===== config.mk =====
export PLATFORM = sky130hd
export DESIGN_NAME = gate_sequencer
export DESIGN_NICKNAME = d
export VERILOG_FILES = /design/src/rtl/gate_sequencer.sv
export SDC_FILE = /design/constraint.sdc
export NUM_CORES = 1
export LEC_CHECK = 0
export CAP_MARGIN = 20
export CORE_ASPECT_RATIO = 0.75
export CORE_MARGIN = 4
export CORE_UTILIZATION = 35
export CTS_BUF_LIST = sky130_fd_sc_hd__clkbuf_4 sky130_fd_sc_hd__clkbuf_8
export DETAILED_ROUTE_END_ITERATION = 10
export PLACE_DENSITY = 0.56
export SLEW_MARGIN = 20
export SYNTH_ARGS = -nofsm -noshare
export SYNTH_HDL_FRONTEND = slang
export SYNTH_SLANG_ARGS = --single-unit

===== constraint.sdc =====
create_clock -name clk -period 5.15 [get_ports clk]
set_input_delay 1.03 -clock clk [delete_from_list [all_inputs] [get_ports clk]]
set_output_delay 1.03 -clock clk [all_outputs]
set_load 0.02 [all_outputs]

===== src/rtl/gate_sequencer.sv =====
// gate_sequencer
// Measurement-cycle controller for the frequency-meter counter/latch datapath.
// It repeats clear -> count for a gate window -> latch -> display hold. The gate
// length comes from testMode (manual) or from an automatic search that starts at
// the longest gate and steps down one range each time the counter overflows.
//
// Ports
//   clk         system clock, rising edge
//   rst         synchronous reset, active-high
//   testMode    manual range select (ignored for range choice when autoRange=1)
//   autoRange   1 = automatic range search, 0 = manual
//   ovf         counter carry-out, only looked at during GATE
//   enable      counter count enable, active-high
//   clear       counter clear, active-low
//   latch       result latch: 0 = transparent/load, 1 = hold
//   range       gate range of the current/last measurement
//   meas_done   one-cycle pulse, coincident with latch=0
//   over_range  last latched result overflowed
//
// state   | meaning
// --------+------------------------------------------------------------
// S_CLEAR | counter held in clear for one cycle, gate timer loaded
// S_GATE  | counter enabled, timer counts G[range] cycles down to zero
// S_LATCH | result loaded into the latch bank, meas_done pulses
// S_HOLD  | result displayed for HOLD cycles before the next measurement
module gate_sequencer #(
    parameter int CNT_W = 24,
    parameter int GATE0 = 1000,
    parameter int GATE1 = 10000,
    parameter int GATE2 = 100000,
    parameter int GATE3 = 1000000,
    parameter int HOLD  = 500000
) (
    input  logic       clk,
    input  logic       rst,
    input  logic [1:0] testMode,
    input  logic       autoRange,
    input  logic       ovf,
    output logic       enable,
    output logic       clear,
    output logic       latch,
    output logic [1:0] range,
    output logic       meas_done,
    output logic       over_range
);

    typedef enum logic [1:0] {S_CLEAR, S_GATE, S_LATCH, S_HOLD} state_t;

    // Timer terminal values: a window of N cycles counts N-1 down to 0.
    localparam logic [CNT_W-1:0] G0_LAST   = CNT_W'(GATE0 - 1);
    localparam logic [CNT_W-1:0] G1_LAST   = CNT_W'(GATE1 - 1);
    localparam logic [CNT_W-1:0] G2_LAST   = CNT_W'(GATE2 - 1);
    localparam logic [CNT_W-1:0] G3_LAST   = CNT_W'(GATE3 - 1);
    localparam logic [CNT_W-1:0] HOLD_LAST = CNT_W'(HOLD - 1);

    state_t           state;
    logic [CNT_W-1:0] timer;
    logic [1:0]       testModeQ;
    logic             autoRangeQ;
    logic             modeChange;
    logic [1:0]       restartRange;

    // A testMode change only matters while manual mode is in force on both
    // sides of the comparison; any autoRange toggle is always a change.
    assign modeChange   = (autoRange != autoRangeQ) ||
                          (!autoRange && (testMode != testModeQ));
    assign restartRange = autoRange ? 2'd3 : testMode;

    function automatic logic [CNT_W-1:0] gateLast(input logic [1:0] r);
        case (r)
            2'd0:    gateLast = G0_LAST;
            2'd1:    gateLast = G1_LAST;
            2'd2:    gateLast = G2_LAST;
            default: gateLast = G3_LAST;
        endcase
    endfunction

    always_ff @(posedge clk) begin
        if (rst) begin
            state      <= S_CLEAR;
            timer      <= '0;
            range      <= restartRange;
            enable     <= 1'b0;
            clear      <= 1'b0;
            latch      <= 1'b1;
            meas_done  <= 1'b0;
            over_range <= 1'b0;
            testModeQ  <= testMode;
            autoRangeQ <= autoRange;
        end else begin
            testModeQ <= testMode;
            autoRangeQ <= autoRange;
            meas_done <= 1'b0;
            if (modeChange) begin
                // Mode change wins over timer expiry and ovf.
                state  <= S_CLEAR;
                range  <= restartRange;
                enable <= 1'b0;
                clear  <= 1'b0;
                latch  <= 1'b1;
            end else begin
                case (state)
                    S_CLEAR: begin
                        timer  <= gateLast(range);
                        state  <= S_GATE;
                        enable <= 1'b1;
                        clear  <= 1'b1;
                        latch  <= 1'b1;
                    end
                    S_GATE: begin
                        if (ovf && autoRange && (range != 2'd0)) begin
                            // Auto search: drop a range and retry, nothing latched.
                            state  <= S_CLEAR;
                            range  <= range - 2'd1;
                            enable <= 1'b0;
                            clear  <= 1'b0;
                            latch  <= 1'b1;
                        end else if (ovf || (timer == '0)) begin
                            state      <= S_LATCH;
                            enable     <= 1'b0;
                            clear      <= 1'b1;
                            latch      <= 1'b0;
                            meas_done  <= 1'b1;
                            over_range <= ovf;
                        end else begin
                            timer <= timer - CNT_W'(1);
                        end
                    end
                    S_LATCH: begin
                        timer  <= HOLD_LAST;
                        state  <= S_HOLD;
                        enable <= 1'b0;
                        clear  <= 1'b1;
                        latch  <= 1'b1;
                    end
                    default: begin
                        if (timer == '0) begin
                            state  <= S_CLEAR;
                            range  <= restartRange;
                            enable <= 1'b0;
                            clear  <= 1'b0;
                            latch  <= 1'b1;
                        end else begin
                            timer <= timer - CNT_W'(1);
                        end
                    end
                endcase
            end
        end
    end

endmodule

Fig. 1: run 1, close-up of the layout
Window x 35 to 65, y 8 to 38 µm. Cells in grey, sequential cells in the stronger grey; small squares are vias.
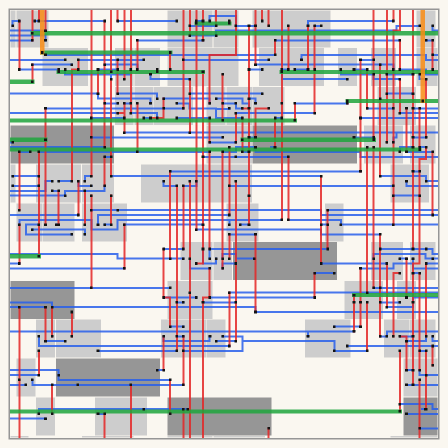
legend:
  blue:
    layer: met1
  orange:
    layer: met4
  red:
    layer: met2
  green:
    layer: met3
cells with their middle in the window: 55
netlist names of flops here include: `testModeQ` (2), `timer` (2)
most frequent: nor2_1 (7), nand2_1 (6), dfxtp_1 (6)
sequential cells in the window: 6

Fig. 2: run 1, logic cells by family
Scale: 6 px per µm.
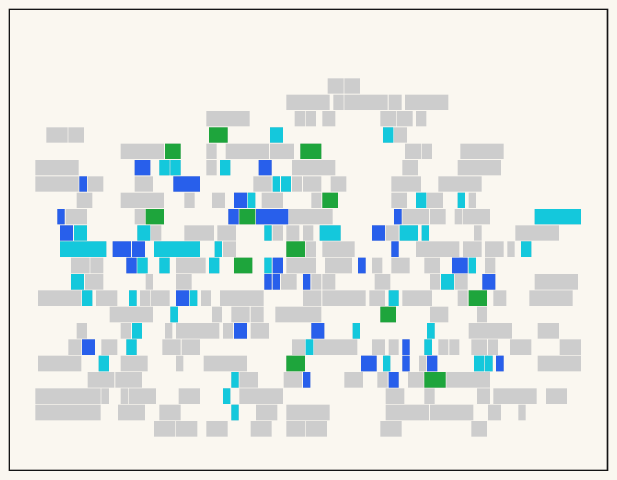
legend:
  green:
    family: AND-OR and OR-AND gates
    cells: 12
  blue:
    family: NAND gates
    cells: 33
    most_used: nand2_1
  cyan:
    family: NOR gates
    cells: 46
    most_used: nor2_1

Fig. 3: run 1, clock network drawn from the DEF
Scale: 4 px per µm.
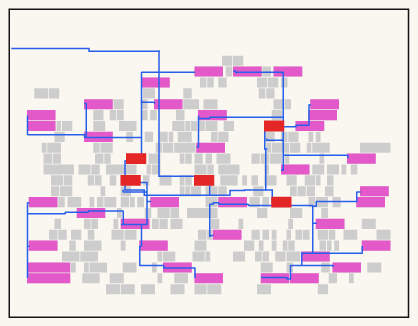
legend:
  red:
    item: cells driving clock nets
    count: 5
  blue:
    item: clock wires
    length: 543 µm
  magenta:
    item: flip-flops
    count: 36
routed clock nets: 6

==> flow_summary.html, run 1 <==
<h2>Synthesis and place &amp; route</h2>
<table>
<tr><th>Metric</th><th>Value</th></tr>
<tr><th colspan="2">Outcome</th></tr>
<tr><td>Status</td><td>complete, no violations</td></tr>
<tr><th colspan="2">Power</th></tr>
<tr><td>Pint</td><td>0.479 mW</td></tr>
<tr><td>Share of total power in combinational logic</td><td>27.6%</td></tr>
<tr><td>Power Density</td><td>298 nW/µm²</td></tr>
<tr><th colspan="2">Setup path</th></tr>
<tr><td>Critical Path End</td><td>timer[19]</td></tr>
<tr><td>Type of element launching the critical path</td><td>input port</td></tr>
<tr><td>Maximum net fanout on the critical path</td><td>28</td></tr>
<tr><td>Arrival time at the worst endpoint</td><td>roughly 3500 ps</td></tr>
<tr><td>Worst-path cell chain</td><td>clkdlybuf4s50_1, or2_4, o31ai_4, o211ai_2, or4_1, a31oi_1</td></tr>
<tr><td>Capturing element type of the critical path</td><td>flip-flop</td></tr>
<tr><td>Start point of the critical path</td><td>autoRange</td></tr>
<tr><td>Setup slack of the most critical reg-to-reg path</td><td>2600 ps</td></tr>
<tr><td>Stages on worst setup path</td><td>6</td></tr>
<tr><th colspan="2">Final timing</th></tr>
<tr><td>Unrepaired setup endpoints after global routing</td><td>false</td></tr>
<tr><td>Final TNS setup</td><td>0 ps</td></tr>
<tr><td>Final slew viol count</td><td>0</td></tr>
<tr><td>Least-Margin Pin Slew</td><td>1090 ps</td></tr>
<tr><td>Min cycle time layout</td><td>3280 ps</td></tr>
<tr><td>Relative slew slack</td><td>26.8%</td></tr>
<tr><th colspan="2">Logic synthesis</th></tr>
<tr><td>Chip area line of the yosys report</td><td>2200 µm²</td></tr>
<tr><td>Post-synthesis instance total</td><td>256</td></tr>
<tr><td>Top flip-flop cell by instance count after synthesis</td><td>dfxtp_1</td></tr>
<tr><td>Synth Warn #</td><td>0</td></tr>
<tr><td>Proportion of synthesized chip area in sequential cells</td><td>33.7%</td></tr>
<tr><td>Fraction of registers with async set/reset</td><td>0%</td></tr>
<tr><td>Combined area of all synthesized cells</td><td>2200 µm²</td></tr>
<tr><th colspan="2">GRT</th></tr>
<tr><td>Number of global-route vias before repair</td><td>roughly 1800</td></tr>
<tr><td>Most used routing layer</td><td>met1</td></tr>
<tr><th colspan="2">CTS</th></tr>
<tr><td>Clk sinks</td><td>36</td></tr>
<tr><td>Insertion delay at the late pin of the worst-skew pair</td><td>about 290 ps</td></tr>
<tr><td>CTS tree</td><td>built</td></tr>
<tr><td>Max Root-Sink Buffers</td><td>2</td></tr>
<tr><th colspan="2">Detailed routing</th></tr>
<tr><td>Wirelength per Cell</td><td>17.3 µm</td></tr>
<tr><td>Routed vias/inst</td><td>a little under 6</td></tr>
<tr><td>Detailed Route Iter0 Violations</td><td>around 160</td></tr>
<tr><td>WL final</td><td>5910 µm</td></tr>
<tr><th colspan="2">Floorplan</th></tr>
<tr><td>Fp_density</td><td>36.9%</td></tr>
<tr><td>Area enclosed by the die boundary</td><td>7620 µm²</td></tr>
<tr><th colspan="2">Min path</th></tr>
<tr><td>Number of cells traversed by the worst hold path</td><td>2</td></tr>
<tr><td>Type of the worst min-delay path</td><td>flip-flop to flip-flop</td></tr>
<tr><td>WHS Endpoint</td><td>clear</td></tr>
<tr><th colspan="2">Final layout</th></tr>
<tr><td>Top logic cell by instance count in the layout</td><td>dfxtp_1</td></tr>
<tr><td>Share of final-layout standard cells stronger than drive strength 1</td><td>9.85%</td></tr>
<tr><td>Area growth from synthesis to layout</td><td>11.6%</td></tr>
<tr><th colspan="2">Run</th></tr>
<tr><td>Number of maximum-capacitance constraint violations</td><td>0</td></tr>
</table>
## run 1: logic make-up (layout without fill, tap and decap cells)
kind of cell               after synthesis  after routing  share of synthesized area, %
xor gates and xnor gates                 3              3                          1.20
muxes                                    3              3                          1.37
adders and majority gates                7              7                          3.99
AOI/OAI and AO/OA                       80             80                          26.0
buffers and inverters                   25             33                          4.96
and+or+nand+nor                        102            102                          28.8
DFF                                     36             36                          33.7
## run 1: power by group through the flow
stage               Sequential, mW  Combinational, mW  Clock, mW
floorplan                    0.325              0.149          0
global placement             0.326              0.197          0
detailed placement           0.326              0.199          0
CTS                          0.320              0.200      0.213
global route                 0.323              0.222      0.225
finish                       0.320              0.201      0.208
## run 1: worst reg2reg max path: cells and delay by family (launching register included)
family	cells	cell delay [ps]
AND-OR/OR-AND	2	1090
AND/OR/NAND/NOR	3	990
flip-flops	1	380
## run 1: cells in the mapped netlist, types with 2 or more instances
cell | instances | share of area (%)
a211o_1 | 2 | 0.80
a211oi_1 | 3 | 1.0
a21oi_1 | 21 | 4.8
a22oi_1 | 2 | 0.68
a31oi_1 | 5 | 1.4
a41oi_1 | 2 | 0.80
and3_1 | 3 | 0.85
and4b_1 | 2 | 0.91
buf_2 | 3 | 0.68
clkbuf_1 | 9 | 1.5
dfxtp_1 | 34 | 31
edfxtp_1 | 2 | 2.7
ha_1 | 7 | 4.0
inv_1 | 11 | 1.9
mux2i_1 | 3 | 1.4
nand2_1 | 12 | 2.1
nand2b_1 | 5 | 1.4
nand3_1 | 5 | 1.1
nand3b_1 | 3 | 1.0
nand4_1 | 5 | 1.4
nor2_1 | 20 | 3.4
nor2b_1 | 3 | 0.85
nor3_1 | 16 | 3.6
nor4_1 | 2 | 0.57
nor4_4 | 3 | 2.9
o211ai_1 | 2 | 0.68
o21a_1 | 3 | 1.0
o21ai_0 | 6 | 1.4
o21ai_1 | 5 | 1.1
o31a_1 | 3 | 1.2
o31ai_1 | 5 | 1.7
o32ai_1 | 7 | 2.8
or2_2 | 2 | 0.57
or3_1 | 4 | 1.1
or4_1 | 5 | 1.7
xor2_1 | 2 | 0.80
## run 1: layout make-up
cell class              instances  area, µm²
clock buffers                   7       83.8
clock inverters                 1       5.00
fillers                       623       3500
inverters                      11       41.3
multi-input cells             195       1350
flip-flops and latches         36        741
well taps                      78       97.6
repair buffers                 14        135
## run 1: routing by layer
layer	vias up	share of wire [%]	wire length, µm
met5	-	0	0
met4	0	0.69	41
met3	4	8.2	487
met2	57	40	2350
met1	957	51	3030
li1	989	-	-
## run 1: registers in the layout, indices dropped and copies added (netlist names)
| signal | count |
|---|---|
| over_range | 1 |
| meas_done | 1 |
| enable | 1 |
| range | 2 |
| state | 2 |
| autoRangeQ | 1 |
| latch | 1 |
| timer | 24 |
| testModeQ | 2 |
| clear | 1 |
## run 1: metrics by stage
step | hold WS [ps] | cells
after floorplan | 450 | 256
after global placement | 454 | 334
after detailed placement | 457 | 334
after CTS | 468 | 342
after global routing | 489 | 342
final | 462 | 342
--- run 2 (diff from run 1) ---
==> constraint.sdc (replaced) <==
create_clock -name clk -period 3.2 [get_ports clk]
set_input_delay 0.64 -clock clk [delete_from_list [all_inputs] [get_ports clk]]
set_output_delay 0.64 -clock clk [all_outputs]
set_load 0.02 [all_outputs]
==> run 2 against run 1 <==
Cell count up 1.5%. Utilization up 0.78 points. Sequential power up 61%. Total power up 66%. Global-route usage up 0.77 points. Worst hold slack worse by 1.9 ps. Wire length down 0.19%. Clock skew down 0.87 ps. Synthesized cell count unchanged. Area after synthesis unchanged.
==> flow_summary.html, run 2 <==
<h2>Synthesis and place &amp; route</h2>
<table>
<tr><th>Metric</th><th>Value</th></tr>
<tr><th colspan="2">Outcome</th></tr>
<tr><td>Status</td><td>complete, no violations</td></tr>
<tr><th colspan="2">Power</th></tr>
<tr><td>Power Density</td><td>484 nW/µm² (+63%)</td></tr>
<tr><th colspan="2">CTS</th></tr>
<tr><td>CTS tree</td><td>built</td></tr>
<tr><td>Max Root-Sink Buffers</td><td>2 (unchanged)</td></tr>
<tr><td>Clk sinks</td><td>36 (unchanged)</td></tr>
<tr><th colspan="2">Place</th></tr>
<tr><td>Post-Place Cells</td><td>339 (+1.5%)</td></tr>
<tr><th colspan="2">Floorplan</th></tr>
<tr><td>Fp_density</td><td>36.9% (unchanged)</td></tr>
<tr><td>Area enclosed by the die boundary</td><td>7620 µm² (unchanged)</td></tr>
<tr><th colspan="2">Detailed routing</th></tr>
<tr><td>Detailed Route Iter0 Violations</td><td>169 (+9.0%)</td></tr>
<tr><td>Vias after detailed routing</td><td>~2000</td></tr>
<tr><td>Number of detailed-routing iterations run before antenna repair</td><td>4</td></tr>
<tr><td>Routed vias/inst</td><td>5.85 (-0.31%)</td></tr>
<tr><td>WL final</td><td>5900 µm (-0.19%)</td></tr>
<tr><th colspan="2">Final timing</th></tr>
<tr><td>Min cycle time layout</td><td>approximately 2600 ps</td></tr>
<tr><td>Post-layout period usage</td><td>around four fifths</td></tr>
<tr><td>Unrepaired setup endpoints after global routing</td><td>false</td></tr>
<tr><td>Final TNS setup</td><td>0 ps (unchanged)</td></tr>
<tr><td>Final slew viol count</td><td>0 (unchanged)</td></tr>
<tr><td>Least-Margin Pin Slew</td><td>649 ps (-446 ps)</td></tr>
<tr><th colspan="2">GRT</th></tr>
<tr><td>Number of global-route vias before repair</td><td>1876 (+3.2%)</td></tr>
<tr><th colspan="2">Logic synthesis</th></tr>
<tr><td>Top flip-flop cell by instance count after synthesis</td><td>dfxtp_1</td></tr>
<tr><td>Post-synthesis instance total</td><td>256 (unchanged)</td></tr>
<tr><td>Fraction of registers with async set/reset</td><td>0% (unchanged)</td></tr>
<tr><td>Chip area line of the yosys report</td><td>2200 µm² (unchanged)</td></tr>
<tr><td>Net Count, Synth</td><td>about 270</td></tr>
<tr><td>Proportion of synthesized chip area in sequential cells</td><td>33.7% (unchanged)</td></tr>
<tr><td>Combined area of all synthesized cells</td><td>2200 µm² (unchanged)</td></tr>
<tr><td>Most frequent cell after synthesis</td><td>dfxtp_1</td></tr>
<tr><td>Top cells by area</td><td>dfxtp_1 31%, a21oi_1 4.8%, ha_1 4.0%, nor3_1 3.6%, nor2_1 3.4%</td></tr>
<tr><td>Synth Warn #</td><td>0 (unchanged)</td></tr>
<tr><th colspan="2">Run</th></tr>
<tr><td>Number of maximum-capacitance constraint violations</td><td>0 (unchanged)</td></tr>
<tr><th colspan="2">Setup path</th></tr>
<tr><td>Type of element launching the critical path</td><td>input port</td></tr>
<tr><td>Worst-path cell chain</td><td>clkdlybuf4s50_1, or2_4, o31ai_4, o211ai_2, or4_1, a31oi_1</td></tr>
<tr><td>Capturing element type of the critical path</td><td>flip-flop</td></tr>
<tr><td>Arrival time at the worst endpoint</td><td>2830 ps (-670 ps)</td></tr>
<tr><th colspan="2">Final layout</th></tr>
<tr><td>Top logic cell by instance count in the layout</td><td>dfxtp_1</td></tr>
<tr><td>Final instance count without filler cells</td><td>347 (+1.5%)</td></tr>
<tr><td>Number of flip-flops under the largest register name</td><td>24 (unchanged)</td></tr>
<tr><td>Area growth from synthesis to layout</td><td>13.7%</td></tr>
<tr><td>Fill cell total of the finished layout</td><td>592 (-5.0%)</td></tr>
<tr><td>Top reg by flops</td><td>timer</td></tr>
<tr><td>Sequential cell area in the final layout</td><td>741 µm² (unchanged)</td></tr>
<tr><td>Share of final-layout standard cells stronger than drive strength 1</td><td>11.5% (+1.7 points)</td></tr>
<tr><th colspan="2">Min path</th></tr>
<tr><td>Type of the worst min-delay path</td><td>flip-flop to flip-flop</td></tr>
</table>
## run 2: cell counts after synthesis
No cell type changed its count.
## run 2: kinds of logic (layout without fill, tap and decap cells)
group           after synthesis  after routing  share of synthesized area, %
flops                        36             36                          33.7
xor+xnor                      3              3                          1.20
buf+inv                      25             38                          4.96
compound gates               80             80                          26.0
mux                           3              3                          1.37
simple gates                102            102                          28.8
fa+ha+maj                     7              7                          3.99
## run 2: area by class of cell
cell class,count,area share (%)
multi-input cells,195,53.9
well taps,78,3.91
flip-flops and latches,36,29.7
clock buffers,8,3.91
inverters,11,1.65
repair buffers,19,6.92
## run 2: worst paths after layout
| kind | cells past startpoint | slack [ps] | end | from |
|---|---|---|---|---|
| worst max-delay path | 6 | 590 | timer[19] | autoRange |
| worst min register to register | 2 | 460 | clear | clear |
| worst min-delay path | 2 | 460 | clear | clear |
| worst max register to register | 4 | 850 | range[0] | timer[14] |
## run 2: metrics by stage
step	power (mW)	hold slack [ps]	area [µm²]
finish	1.21	460	2500
global placement	0.856	453	2400
floorplan	0.763	450	2200
CTS	1.22	468	2500
global route	1.28	489	2500
detailed placement	0.854	456	2400
## run 2: layer usage
| layer | global-route usage [%] | part of all wire (%) | up-vias |
|---|---|---|---|
| li1 | - | - | 1001 |
| met1 | 25.9 | 53 | 976 |
| met2 | 21.8 | 41 | 47 |
| met3 | 3.57 | 4.9 | 6 |
| met4 | 4.50 | 1.1 | 0 |
| met5 | 0 | 0 | - |
## run 2: power breakdown
group          internal [mW]  total [mW]  switching, mW
Clock                  0.193       0.359          0.166
Sequential             0.481       0.515         0.0347
Combinational          0.127       0.334          0.207
## run 2: tightest hold or removal path: cells and delay by family, from the launching register on
family | cells | cell delay, ps
AND-OR/OR-AND | 1 | 50
flip-flops | 1 | 310
buffers and inverters | 1 | 50
Fig. 4: run 2, logic cells by family
Scale: 6 px per µm.
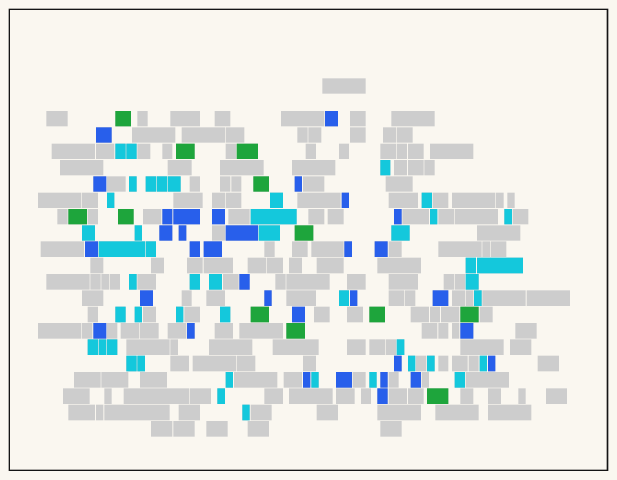
legend:
  blue:
    family: NAND gates
    cells: 33
    most_used: nand2_1
  cyan:
    family: NOR gates
    cells: 46
    most_used: nor2_1
  green:
    family: AND-OR and OR-AND gates
    cells: 12

Fig. 5: run 2, clock network drawn from the DEF
Scale: 4 px per µm.
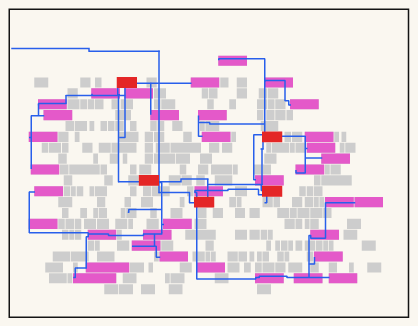
insertion delay at the late pin of the worst-skew pair: 290 ps
fraction of power consumed by the clock network: 29.7%
Post-Route Skew: 8.92 ps
power consumed by the clock network: 0.359 mW

Fig. 6: run 2, close-up of the layout
Window x 35 to 65, y 8 to 38 µm. Cells in grey, sequential cells in the stronger grey; small squares are vias.
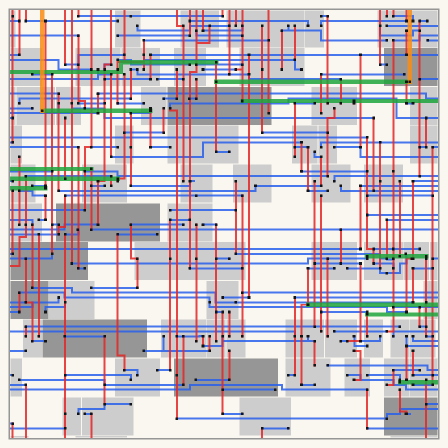
legend:
  blue:
    layer: met1
  red:
    layer: met2
  green:
    layer: met3
  orange:
    layer: met4
most frequent: dfxtp_1 (7), nand2_1 (6), nor2_1 (5)
netlist names of flops here include: `timer` (3)
cells with their middle in the window: 59
sequential cells in the window: 7

No activity file was given, so power comes from the tool's default toggle rates.
